Run 1, register map, names as in the netlist:
Scale bar: 50 µm. Other sequential cells in the stronger gray, the rest of the logic in the fainter gray.
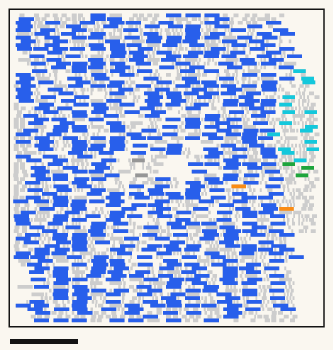
Run 1, met3 routing:
Scale bar: 50 µm.
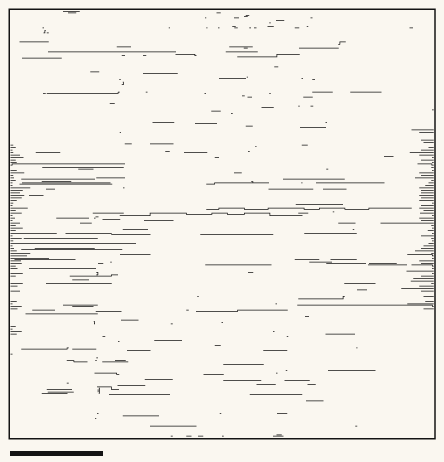
Run 1, cells colored by class:
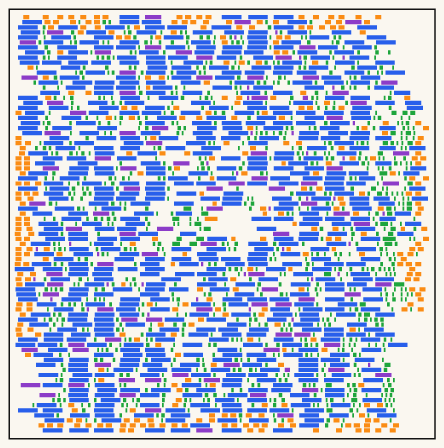
Design int_writeback_buffer, sky130hd; sources not shown.
==> writeup.txt, run 1 <==
The run finished with clean final reports. The run gives 38 for the total tool warning count. The detailed router finished its first iteration with 1097 violations.

The library cell with the highest instance count after synthesis is edfxtp_1. Measured in cells, the most critical reg-to-reg path has a length of 17. The largest total area in the synthesized netlist belongs to edfxtp_1. Looking at the global route congestion table, the highest-usage layer is met2. The tools report the sort of element at the start of the critical path as a register. The run gives 96600 µm as the global-route wire length before repair. The largest fanout on the critical path was 111; the multi-input gate share of total cell area was 14.6%. The number of instances on the worst hold path was 1; the total die area was 52900 µm². The run gives 980 ps for the highest cell delay on the worst timing path.

The finished design was reported to have a net count of 2178. The horizontal die dimension was 229 µm; the final-layout non-clock buffer area share was 11.4%. The logs give 47.3% for the floorplan-stage core utilization and 635 for the number of sequential cells in the layout. In this run the maximum-capacitance check reported violations numbering 0. The flow inserted 680 tap cells.

Cell group occupying the most layout area: flip-flops and latches. Worst min-delay path class: reg -> reg. The logs give 0 for the post-CTS resize count and 27800 µm² for the placed cell area.

For this design the ratio of total power to cell area is 219 nW/µm². For the share of total power in combinational logic, the log shows 33.9%. 901 cells are multi-input combinational gates. The run gives 7.35% for the share of layout cells above drive strength 1.

The tools report the cell at the root of the clock tree as clkbuf_16. Area fraction in mux cells: 0%. The layout has 4847 filler cells. The run gives 27 for the number of distinct library cells after synthesis. Standard cell with the maximum stage delay on the critical path: buf_4. Counting flops with an async set or reset pin after synthesis yields a share of 3.62%. The run gives 3 as the depth of the CTS H-tree. The run gives 3 as the number of buffers on the longest clock path. The most used flip-flop cell after synthesis is edfxtp_1.

The fraction of post-synthesis cell area in the top cell type by area was 76.7%. TritonCTS built the clock tree. The detail route stage leaves a number of antenna-violating nets equal to 0.

The clock network accounts for 28.3% of the total power. The cell sequence reported for the critical path is buf_4 -> buf_4 -> o21ai_0 -> o22ai_1 -> clkdlybuf4s50_1. The post-placement worst setup slack was 9630 ps. The final timing report lists a max-slew violation count of 0. In this run, the synthesized area fraction spent on and/or/nand/nor cells is recorded as 7.81%. The net switching power in the latest report is 0.00216 W. The group that draws the most power in this run is registers. The final timing summary puts the cycle share of the worst path at 38.4%.

The global-route track usage on met1 came out at 30.6%.
Back to the opening pictures, 'register map, names as in the netlist':
| color | name in the netlist | sequential cells |
|---|---|---|
| green | occupancy | 3 |
| blue | mem | 612 |
| cyan | stall_cycles | 16 |
| orange | rd_ptr | 2 |
not colored: 2
flip-flop and latch share of the layout cell area: 62.4%
sequential cell area in the final layout: 19000 µm²
core utilization of the finished layout: 60.0%
sequential power: 0.00251 W

Back to the opening pictures, 'met3 routing':
nets with wire on the layer: 217
wire length on this layer: 3300 µm
share of all routed wire: 5.2%
longest straight run: 72.7 µm
main direction: horizontal
GR Layer Usage met3: 4.25%
wirelength, routed: 63700 µm

Back to the opening pictures, 'cells colored by class':
| color | class | cells | share of their area |
|---|---|---|---|
| blue | flip-flops | 635 | 64% |
| green | all other logic | 939 | 16% |
| orange | other buffers and delay cells | 348 | 12% |
| purple | clock drivers and dummy loads | 133 | 8.5% |
num rows: 83
core region area: 50700 µm²
post-route cell area: 30400 µm²

Run 1, placed standard cells:
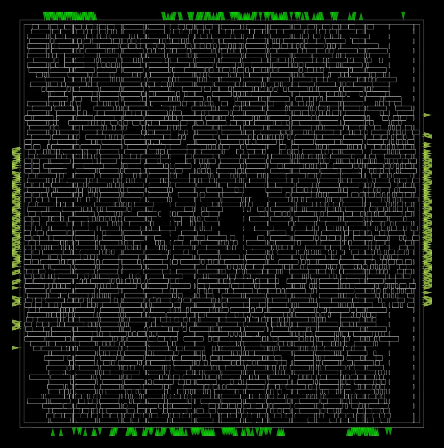

==> run 1 -> run 2 <==
--- a/config.mk
+++ b/config.mk
@@ -8,10 +8,10 @@
 export ABC_AREA = 1
 export CELL_PAD_IN_SITES_DETAIL_PLACEMENT = 1
 export CELL_PAD_IN_SITES_GLOBAL_PLACEMENT = 1
-export CORE_AREA = 2 2 227 229
+export CORE_AREA = 2 2 234 236
 export CTS_CLUSTER_SIZE = 8
 export DETAILED_ROUTE_END_ITERATION = 7
-export DIE_AREA = 0 0 229 231
+export DIE_AREA = 0 0 236 238
 export PLACE_DENSITY_LB_ADDON = 0.2
 export SLEW_MARGIN = 5
 export SYNTH_ARGS = -nofsm -noshare
==> constraint.sdc (replaced) <==
create_clock -name clk -period 5.8 [get_ports clk]
set_input_delay 0.58 -clock clk [delete_from_list [all_inputs] [get_ports clk]]
set_output_delay 0.58 -clock clk [all_outputs]
set_load 0.005 [all_outputs]
Run 2, placed standard cells:
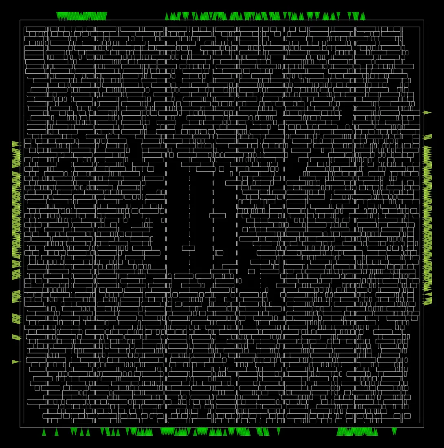
flip-flop and latch share of the layout cell area: 62.4%
post-layout instance count excluding filler cells: 2748
seq_cells: 635
core utilization of the finished layout: 56.8%

==> writeup.txt, run 2 <==
Looking at the clock tree report, the root buffer type is clkbuf_16. The total die area was 56200 µm² (+6.2%). The largest fanout on the critical path is 165 (+49%), and the post-layout net count is 2182 (+0.18%). The final-layout non-clock buffer area share was 11.7% (+0.34 points); the share of layout cells above drive strength 1 was 7.62% (+0.27 points).

The tools report the sequential cell area in the final layout as 19000 µm² (unchanged). Looking at the area split, the leading class of cells is flip-flops and latches. Summed area of non-filler cells in the final layout: 30400 µm² (about the same). The placed cell area was 28000 µm² (+0.45%). The tools report the number of design-rule violations left by the first detailed-router iteration as 1040 (-5.2%). The power density normalized to cell area came out at 545 nW/µm² (+150%). The leading register cell type out of synthesis was edfxtp_1. With the total tool warning count at 42 (+11%), the highest cell delay on the worst timing path is 750 ps (-230 ps). The cell type with the highest aggregate area in the netlist is edfxtp_1. For the filler cell count, the log shows 5103 (+5.3%). The logs give 53500 µm² (+5.6%) for the core box area and 0 (unchanged) for the remaining number of nets flagged by the antenna check after routing. The horizontal die dimension was 236 µm (+3.1%). For the power drawn by the sequential cells, the log shows 0.00634 W (+150%). Traced cell by cell, the critical path runs through inv_8 -> buf_12 -> o21ai_0 -> o22ai_1 -> clkdlybuf4s50_1. The standard cell with the maximum stage delay on the critical path was inv_8.

The run gives 901 (unchanged) for the number of multi-input combinational cells in the layout. The run gives 14.5% (about the same) for the multi-input gate share of total cell area. TritonCTS built the clock tree. The largest part of the power goes to registers. The share of async-settable or async-resettable flops after synthesis was 3.62% (unchanged).

The run gives 75.0% for the share of the cycle needed by the critical path after routing. The run finished with clean final reports. The run gives 34.1% (+0.2 points) as the share of total power in combinational logic. The tools report the number of buffers on the longest clock path as 3 (unchanged). The tools report the global-route track usage on met1 as 28.0% (-2.6 points).

The worst reg-to-reg path cell count was 16 (-1). Peak-usage layer in the global routing report: met2. The library cell with the highest instance count after synthesis was edfxtp_1.

The run gives 62200 µm (-2.3%) as the total wire length after detailed routing. The area fraction in mux cells is 0% (unchanged).
Power is estimated from default activity; no workload was simulated.
